Run 1, signal wires on met1:
Cells faint in the background.
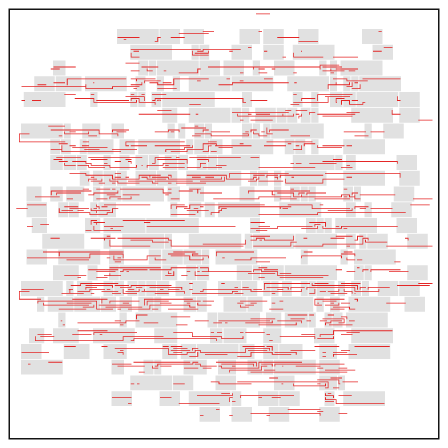
Run 1, signal wires on met2:
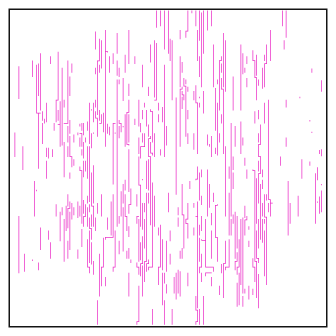
Run 1, M3 wires:
Cells faint in the background.
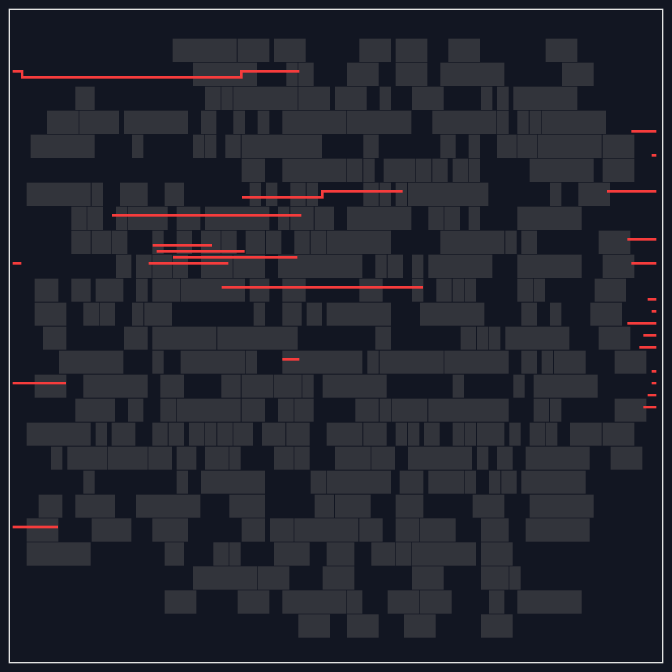
Run 1, I/O pins on the die edge:
Pins as bars across the die edge, other pins in gray.
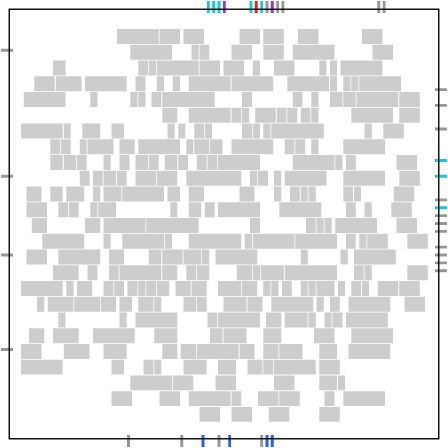
==> src/rtl/bf_cfg_pkg.sv <==
// Shared definitions for the butterfly config RAM writer: bank codes, FSM
// encoding and the beat-count derivation with its parameter sanity check.
package bf_cfg_pkg;

    localparam logic [1:0] BANK_A = 2'd0;
    localparam logic [1:0] BANK_B = 2'd1;
    localparam logic [1:0] BANK_C = 2'd2;
    localparam logic [1:0] BANK_D = 2'd3;

    typedef enum logic [1:0] {
        ST_IDLE    = 2'd0,
        ST_COLLECT = 2'd1,
        ST_WRITE   = 2'd2,
        ST_DONE    = 2'd3
    } state_t;

    // Stream beats needed to build one stage word.
    function automatic int calc_beats(input int cfg_width, input int in_width);
        return cfg_width / in_width;
    endfunction

    // sram_sel is 8 bits wide, so at most 256 stages are addressable.
    function automatic bit cfg_params_ok(input int cfg_width, input int in_width,
                                         input int stage_num);
        return (in_width > 0) && (cfg_width >= in_width) &&
               (cfg_width % in_width == 0) &&
               (stage_num >= 1) && (stage_num <= 256);
    endfunction

endpackage

==> src/rtl/bf_cfg_writer_if.sv <==
// Narrow config stream feeding the writer: valid/ready handshake plus a
// last-beat marker framing one command.
interface bf_cfg_writer_if #(
    parameter int IN_WIDTH = 4
);
    logic                s_valid;
    logic                s_ready;
    logic [IN_WIDTH-1:0] s_data;
    logic                s_last;

    modport master (output s_valid, output s_data, output s_last, input s_ready);
    modport slave  (input s_valid, input s_data, input s_last, output s_ready);
endinterface

==> src/rtl/bf_cfg_beat_assembler.sv <==
// Packs IN_WIDTH stream beats into one CFG_WIDTH stage word, first beat in the
// LSBs, and flags the completing beat and any premature s_last.
module bf_cfg_beat_assembler
    import bf_cfg_pkg::*;
#(
    parameter int CFG_WIDTH = 8,
    parameter int IN_WIDTH  = 4
) (
    input  logic                 clk,
    input  logic                 rst,
    input  logic                 clr,
    input  logic                 ready,
    input  logic                 valid,
    input  logic [IN_WIDTH-1:0]  data,
    input  logic                 last,
    input  logic                 final_stage,
    output logic [CFG_WIDTH-1:0] word,
    output logic                 word_done,
    output logic                 early_last
);
    localparam int BEATS = calc_beats(CFG_WIDTH, IN_WIDTH);
    localparam int BW    = (BEATS > 1) ? $clog2(BEATS) : 1;

    logic [BW-1:0]        beat_cnt;
    logic [CFG_WIDTH-1:0] asm_q;
    logic                 fire;
    logic                 final_beat;

    assign fire       = valid & ready;
    assign final_beat = (beat_cnt == BW'(BEATS - 1));
    assign word_done  = fire & final_beat;
    // Only the last beat of the last stage may carry s_last.
    assign early_last = fire & last & ~(final_beat & final_stage);

    // word already includes the beat on the bus so the writer can register it
    // on the same edge the final beat transfers.
    always_comb begin
        word = asm_q;
        for (int k = 0; k < BEATS; k++) begin
            if (beat_cnt == BW'(k)) word[k*IN_WIDTH +: IN_WIDTH] = data;
        end
    end

    always_ff @(posedge clk) begin
        if (rst || clr) begin
            beat_cnt <= '0;
            asm_q    <= '0;
        end else if (fire) begin
            asm_q    <= word;
            beat_cnt <= final_beat ? '0 : beat_cnt + 1'b1;
        end
    end

endmodule

==> src/rtl/bf_cfg_writer.sv <==
// Loads one entry of a butterfly config bank: collects a stage word from the
// stream, writes it, and repeats for every stage in ascending order.
module bf_cfg_writer
    import bf_cfg_pkg::*;
#(
    parameter int CFG_WIDTH  = 8,
    parameter int STAGE_NUM  = 2,
    parameter int ADDR_WIDTH = 2,
    parameter int IN_WIDTH   = 4
) (
    input  logic                  clk,
    input  logic                  rst,
    input  logic                  start_i,
    input  logic [1:0]            bank_i,
    input  logic [ADDR_WIDTH-1:0] addr_i,
    bf_cfg_writer_if.slave        s,
    output logic                  busy_o,
    output logic                  done_o,
    output logic                  err_o,
    output logic [ADDR_WIDTH-1:0] wr_addr,
    output logic [7:0]            sram_sel,
    output logic                  wr_en_A,
    output logic                  wr_en_B,
    output logic                  wr_en_C,
    output logic                  wr_en_D,
    output logic [CFG_WIDTH-1:0]  wr_cfg
);
    if (!cfg_params_ok(CFG_WIDTH, IN_WIDTH, STAGE_NUM)) begin : g_bad_params
        $error("bf_cfg_writer: CFG_WIDTH must be a multiple of IN_WIDTH and STAGE_NUM <= 256");
    end

    state_t                state;
    logic [1:0]            bank_q;
    logic [ADDR_WIDTH-1:0] addr_q;
    logic [7:0]            stage_q;
    logic                  err_pend;
    logic                  final_stage;
    logic [CFG_WIDTH-1:0]  word;
    logic                  word_done;
    logic                  early_last;

    assign final_stage = (stage_q == 8'(STAGE_NUM - 1));

    bf_cfg_beat_assembler #(
        .CFG_WIDTH (CFG_WIDTH),
        .IN_WIDTH  (IN_WIDTH)
    ) u_asm (
        .clk         (clk),
        .rst         (rst),
        .clr         (state == ST_IDLE),
        .ready       (s.s_ready),
        .valid       (s.s_valid),
        .data        (s.s_data),
        .last        (s.s_last),
        .final_stage (final_stage),
        .word        (word),
        .word_done   (word_done),
        .early_last  (early_last)
    );

    always_ff @(posedge clk) begin
        if (rst) begin
            state     <= ST_IDLE;
            bank_q    <= '0;
            addr_q    <= '0;
            stage_q   <= '0;
            err_pend  <= 1'b0;
            s.s_ready <= 1'b0;
            busy_o    <= 1'b0;
            done_o    <= 1'b0;
            err_o     <= 1'b0;
            wr_addr   <= '0;
            sram_sel  <= '0;
            wr_en_A   <= 1'b0;
            wr_en_B   <= 1'b0;
            wr_en_C   <= 1'b0;
            wr_en_D   <= 1'b0;
            wr_cfg    <= '0;
        end else begin
            done_o  <= 1'b0;
            err_o   <= 1'b0;
            wr_en_A <= 1'b0;
            wr_en_B <= 1'b0;
            wr_en_C <= 1'b0;
            wr_en_D <= 1'b0;

            case (state)
                ST_IDLE: begin
                    if (start_i) begin
                        bank_q    <= bank_i;
                        addr_q    <= addr_i;
                        stage_q   <= '0;
                        err_pend  <= 1'b0;
                        s.s_ready <= 1'b1;
                        busy_o    <= 1'b1;
                        state     <= ST_COLLECT;
                    end
                end

                ST_COLLECT: begin
                    if (early_last) begin
                        // Abort: the partial stage is dropped, earlier stages stay.
                        s.s_ready <= 1'b0;
                        busy_o    <= 1'b0;
                        err_o     <= 1'b1;
                        state     <= ST_IDLE;
                    end else if (word_done) begin
                        s.s_ready <= 1'b0;
                        wr_addr   <= addr_q;
                        sram_sel  <= stage_q;
                        wr_cfg    <= word;
                        unique case (bank_q)
                            BANK_A:  wr_en_A <= 1'b1;
                            BANK_B:  wr_en_B <= 1'b1;
                            BANK_C:  wr_en_C <= 1'b1;
                            BANK_D:  wr_en_D <= 1'b1;
                            default: ;
                        endcase
                        // Missing s_last still writes; it is reported with done_o.
                        err_pend  <= final_stage & ~s.s_last;
                        state     <= ST_WRITE;
                    end
                end

                ST_WRITE: begin
                    if (final_stage) begin
                        done_o <= 1'b1;
                        err_o  <= err_pend;
                        state  <= ST_DONE;
                    end else begin
                        stage_q   <= stage_q + 8'd1;
                        s.s_ready <= 1'b1;
                        state     <= ST_COLLECT;
                    end
                end

                ST_DONE: begin
                    busy_o <= 1'b0;
                    state  <= ST_IDLE;
                end

                default: state <= ST_IDLE;
            endcase
        end
    end

endmodule

==> src/flat_wrapper.sv <==
// flat-port wrapper written by rule: the top's interface ports become plain ports
module bf_cfg_writer_flat import bf_cfg_pkg::*;
#(
    parameter int CFG_WIDTH  = 8,
    parameter int STAGE_NUM  = 2,
    parameter int ADDR_WIDTH = 2,
    parameter int IN_WIDTH   = 4
)
  (clk, rst, start_i, bank_i, addr_i, busy_o, done_o, err_o, wr_addr, sram_sel, wr_en_A, wr_en_B, wr_en_C, wr_en_D, wr_cfg, s_s_valid, s_s_data, s_s_last, s_s_ready);
  bf_cfg_writer_if #(.IN_WIDTH(IN_WIDTH)) s_i ();
  input  logic clk;
  input  logic rst;
  input  logic start_i;
  input  logic [1:0] bank_i;
  input  logic [ADDR_WIDTH-1:0] addr_i;
  output logic busy_o;
  output logic done_o;
  output logic err_o;
  output logic [ADDR_WIDTH-1:0] wr_addr;
  output logic [7:0] sram_sel;
  output logic wr_en_A;
  output logic wr_en_B;
  output logic wr_en_C;
  output logic wr_en_D;
  output logic [CFG_WIDTH-1:0] wr_cfg;
  input wire logic [$bits(s_i.s_valid)-1:0] s_s_valid;
  input wire logic [$bits(s_i.s_data)-1:0] s_s_data;
  input wire logic [$bits(s_i.s_last)-1:0] s_s_last;
  output wire logic [$bits(s_i.s_ready)-1:0] s_s_ready;
  assign s_i.s_valid = s_s_valid;
  assign s_i.s_data = s_s_data;
  assign s_i.s_last = s_s_last;
  assign s_s_ready = s_i.s_ready;
  bf_cfg_writer #(.CFG_WIDTH(CFG_WIDTH), .STAGE_NUM(STAGE_NUM), .ADDR_WIDTH(ADDR_WIDTH), .IN_WIDTH(IN_WIDTH)) u_core (.clk(clk), .rst(rst), .start_i(start_i), .bank_i(bank_i), .addr_i(addr_i), .s(s_i), .busy_o(busy_o), .done_o(done_o), .err_o(err_o), .wr_addr(wr_addr), .sram_sel(sram_sel), .wr_en_A(wr_en_A), .wr_en_B(wr_en_B), .wr_en_C(wr_en_C), .wr_en_D(wr_en_D), .wr_cfg(wr_cfg));
endmodule
==> config.mk <==
export PLATFORM = sky130hd
export DESIGN_NAME = bf_cfg_writer_flat
export DESIGN_NICKNAME = d
export VERILOG_FILES = /design/src/rtl/bf_cfg_pkg.sv /design/src/rtl/bf_cfg_writer_if.sv /design/src/rtl/bf_cfg_beat_assembler.sv /design/src/rtl/bf_cfg_writer.sv /design/src/flat_wrapper.sv
export SDC_FILE = /design/constraint.sdc
export NUM_CORES = 1
export LEC_CHECK = 0
export ABC_AREA = 0
export ABC_CLOCK_PERIOD_IN_PS = 3300
export CAP_MARGIN = 25
export CORE_MARGIN = 1.5
export CORE_UTILIZATION = 45
export CTS_BUF_LIST = sky130_fd_sc_hd__clkbuf_16
export CTS_CLUSTER_SIZE = 16
export DETAILED_ROUTE_END_ITERATION = 8
export PLACE_DENSITY = 0.7
export SLEW_MARGIN = 5
export SYNTH_ARGS = -nofsm -noshare
export SYNTH_HDL_FRONTEND = slang
export SYNTH_HIERARCHICAL = 1
export SYNTH_SLANG_ARGS = --single-unit
==> constraint.sdc <==
create_clock -name clk -period 3.3 [get_ports clk]
set_input_delay 0.66 -clock clk [delete_from_list [all_inputs] [get_ports clk]]
set_output_delay 0.66 -clock clk [all_outputs]
set_load 0.01 [all_outputs]
==> impl.org, run 1 <==
#+TITLE: Physical design notes

** Run status
- Status :: complete, no violations

** Routing
- Detailed-route iteration 0 reported a violation count of 122.
- The routed wirelength on the met1 layer is recorded as 2320 um.
- Remaining antenna violation count :: 0
- The script logs the ratio of routed vias to standard cells as 5.30.
- In the final routed layout, each cell accounts on average for 13.1 um.

** Cells and area
- Top library cells by usage in the layout, fill and taps aside :: sky130_fd_sc_hd__dfxtp_1 (50), sky130_fd_sc_hd__nand2_1 (45), sky130_fd_sc_hd__clkdlybuf4s50_1 (38)
- Proportion of cell area spent on the clock network :: 0.0502
- After layout, the buffer instance count without clock buffers stands at 42.
- Final design instance area without fill :: 2810 um^2
- Area taken by flip-flops and latches :: 1000 um^2
- Final-layout clock buffer total :: 5
- Share of post-route cells with drive strength above 1 :: 0.0884

** Place
- HPWL Detailed :: 3300 um
- Instance count after placement with tap cells included :: 353
- GP Congestion :: 0.823

** Worst setup path
- CP Capture Type :: register
- Biggest fanout along the worst timing path :: 11
- The capture point of the critical path was reported as u_core/wr_cfg[3].
- By instance count, the cell type seen most on the critical path is sky130_fd_sc_hd__a21oi_1.
- According to the timing report, the data required time at the worst endpoint equals 3.51 ns.
- Crit. path cell count :: 9
- Start of the worst register-to-register path :: u_core/stage_q[0]
- For the worst reg-to-reg path, the endpoint reported by OpenROAD is u_core/wr_cfg[3].

** Floorplan
- The design received a total of 67 well taps at floorplan.
- Boundary pin count :: 39
- Core area :: 4790 um^2
- For reference, the placement row count at floorplan is 25.

** Synthesis
- Of all flip-flops after synthesis, the portion carrying an async set or reset was 0.
- Distinct cell type count of the synthesized netlist :: 39
- YS chip area :: 2260 um^2
- The synth_stat.txt file lists the number of cells as 261.
- Counting flops and latches in the post-synthesis netlist gives 50.
- Number of nets produced by synthesis :: 281
- Proportion of synthesized chip area in sequential cells :: 0.442
- Count of library flops with an enable pin :: 0
- The synthesized netlist occupies a cell area of 2260 um^2.
- For this run the top cell type by instance count after synthesis was sky130_fd_sc_hd__dfxtp_1.
- Number of warnings issued by yosys :: 6
- Cell taking the most area after synthesis :: sky130_fd_sc_hd__dfxtp_1
- Of the post-synthesis cell area, the dominant cell type holds 0.442.
- Area share of and/or/nand/nor cells after synthesis :: 0.243
- The synthesis report names the predominant flop master as sky130_fd_sc_hd__dfxtp_1.
- The synthesized instance count is 261.

** Power
- Power in the clock group :: 491 uW
- Total power normalized to cell area comes to 550 nW/um^2.
- The analysis attributes to cell leakage a power of 0.986 nW.
- Largest vdd supply drop :: 0.000432 V
- Share of power burned in registers :: 0.444
- Net Sw Frac :: 0.304

** Global route
- Sum of overflow across all layers after global routing :: 0
- First-pass GRT wire length :: 7760 um
- The initial antenna violation count came to 0.

** Clock network
- CTS reports a maximum clock tree buffer depth of 2.
- Clock tree from TritonCTS :: done
- Clock Pin Slew Worst Setup and Hold Paths :: 0.06 ns
- The root buffer cell chosen for the clock tree is sky130_fd_sc_hd__clkbuf_16.
- Cts bufs inserted :: 5
- Post-CTS timing repair inserted 0 buffers for setup.

** Hold path
- Depth of the worst hold-timing path :: 2
- STA lists the startpoint of the worst hold path as u_core/sram_sel[7].

** Final timing
- Once routing completed, OpenROAD measured the worst setup slack at 0.713 ns.
- Total negative slack :: 0 ns
About 'signal wires on met1':
wire length on this layer: 2,320 um
nets with wire on the layer: 284
longest straight run: 19.3 um
share of all routed wire: 49%
total length of routed wires: 4730 um
met1 Usage GRT: 0.239
count of vias placed by the detailed router: 1,912

About 'signal wires on met2':
wire length on this layer: 2,200 um
nets with wire on the layer: 248
main direction: vertical
share of all routed wire: 47%
longest straight run: 34.3 um
grt met2 use: 0.301

About 'M3 wires':
longest straight run: 24.8 um
nets with wire on the layer: 25
share of all routed wire: 3.6%
main direction: horizontal
grt met3 use: 0.0407

About 'I/O pins on the die edge':
legend:
  purple:
    port: `addr_i`
    pins: 2
    direction: input
    edge: top
  blue:
    port: `s_s_data`
    pins: 4
    direction: input
    edge: bottom
  red:
    port: `start_i`
    pins: 1
    direction: input
    edge: top
  cyan:
    port: `sram_sel`
    pins: 8
    direction: output
    edge: 5 top, 3 right
buffers added on ports: 38
overall die height: 73.9 um
die width: 73.9 um

==> inputs of run 2 (changes only) <==
Settings changed: ABC_CLOCK_PERIOD_IN_PS 3300 to 2300, PLACE_DENSITY 0.7 to 0.72.
Clock period 3.3 ns to 2.3 ns, I/O delays scaled along.
==> run 2 against run 1 <==
Flip-flop count is the same. Area after synthesis is the same. Power grew 49%. Clock power grew 47%. Maximum frequency grew 21%. Worst setup slack lost 0.56 ns. Largest power group unchanged.
==> impl.org, run 2 <==
#+TITLE: Physical design notes

** Run status
- Status :: complete, no violations

** Hold path
- For the worst min-delay path, the startpoint reported by OpenROAD is u_core/sram_sel[4].
- Depth of the worst hold-timing path :: 2

** Place
- In the placement report, post-DP HPWL is listed as 3460 um.
- Instance count after placement with tap cells included :: 369
- Buffers added on ports :: 38
- The placement summary gives the final routability congestion estimate as 0.839.

** Routing
- Vias per inst :: 5.20
- After the first detailed-routing iteration, the DRC count stood at 91.
- The post-route report lists met1 wire length as 2330 um.
- Per the detail_route report, the via count comes to 1,959.
- Dividing the detail-routed wire length by the instance count gives 13.1 um.

** Power
- Power density over cell area :: 783 nW/um^2
- The analysis attributes to cell leakage a power of 1.08 nW.
- Net Sw Frac :: 0.307
- Share of power burned in registers :: 0.423
- Per the power-grid run, VDD falls by no more than 0.000539 V.
- Power in the clock group :: 720 uW

** Synthesis
- Synthesis produced 261 cells.
- Most frequent cell after synthesis :: sky130_fd_sc_hd__dfxtp_1
- Yosys mapped the design onto 39 distinct sky130hd cell types.
- After synthesis the netlist holds a flip-flop and latch count of 50.
- Per the synthesis report, the dominant area consumer among library cells is sky130_fd_sc_hd__dfxtp_1.
- Of the synthesized area, sequential elements account for 0.442.
- Cells in synth_stat.txt :: 261
- The most used flip-flop cell after synthesis is sky130_fd_sc_hd__dfxtp_1.
- In this run, the synthesized area fraction spent on and/or/nand/nor cells is recorded as 0.243.
- Fraction of synthesis flops using an asynchronous set or reset pin :: 0
- Post-synthesis cell area :: 2260 um^2
- Yosys reports a chip area of 2260 um^2.
- Synthesis produced a netlist with a net count of 281.
- The share of synthesized area in the top cell type comes to 0.442.

** Clock network
- Setup bufs post-CTS :: 0
- The timing report gives the clock slew at the launch and capture registers of the worst setup and hold paths as 0.07 ns.
- The longest clock path from root to sink contains 2 buffers.
- Clock tree from TritonCTS :: done
- The tree is rooted in a sky130_fd_sc_hd__clkbuf_16.

** Global route
- First-pass GRT wire length :: 8020 um
- Sum of overflow across all layers after global routing :: 0
- The initial antenna violation count came to 0.
- met1 track demand over resource after global routing is 0.249.

** Floorplan
- The floorplan step set the die height to 73.9 um.
- Boundary pin count :: 39
- Placement row count :: 25
- Die width :: 73.9 um
- Core area :: 4790 um^2
- Across the placement rows, the number of tap cells is 67.

** Cells and area
- Register fraction of the total cell area :: 0.339
- The fraction of final cell area spent on clock buffers and inverters in this run is 0.0496.
- Share of post-route cells with drive strength above 1 :: 0.139
- Final design instance area without fill :: 2950 um^2
- By instance count after routing, the leading logic cell types are sky130_fd_sc_hd__dfxtp_1 (50), sky130_fd_sc_hd__nand2_1 (45), sky130_fd_sc_hd__clkdlybuf4s50_1 (38).
- The sequential cells in the finished layout cover a total of 1000 um^2.

** Worst setup path
- The OpenROAD report gives the critical path a required time of 2.47 ns.
- The worst setup path is captured at a register.
- Critical path destination :: u_core/err_pend
- Terminus of the critical flop-to-flop path :: u_core/err_pend
- Biggest fanout along the worst timing path :: 5
- Start of the worst register-to-register path :: u_core/stage_q[0]

** Final timing
- Once routing completed, OpenROAD measured the worst setup slack at 0.157 ns.
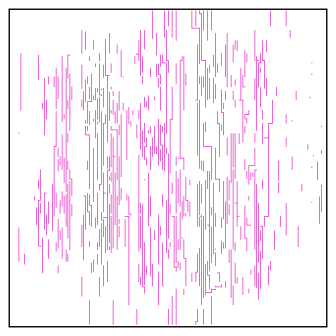
Run 2: signal wires on met2
total length of routed wires: 4940 um
grt met2 use: 0.319

Power figures rest on the tool's default switching activity, not on a simulated workload.
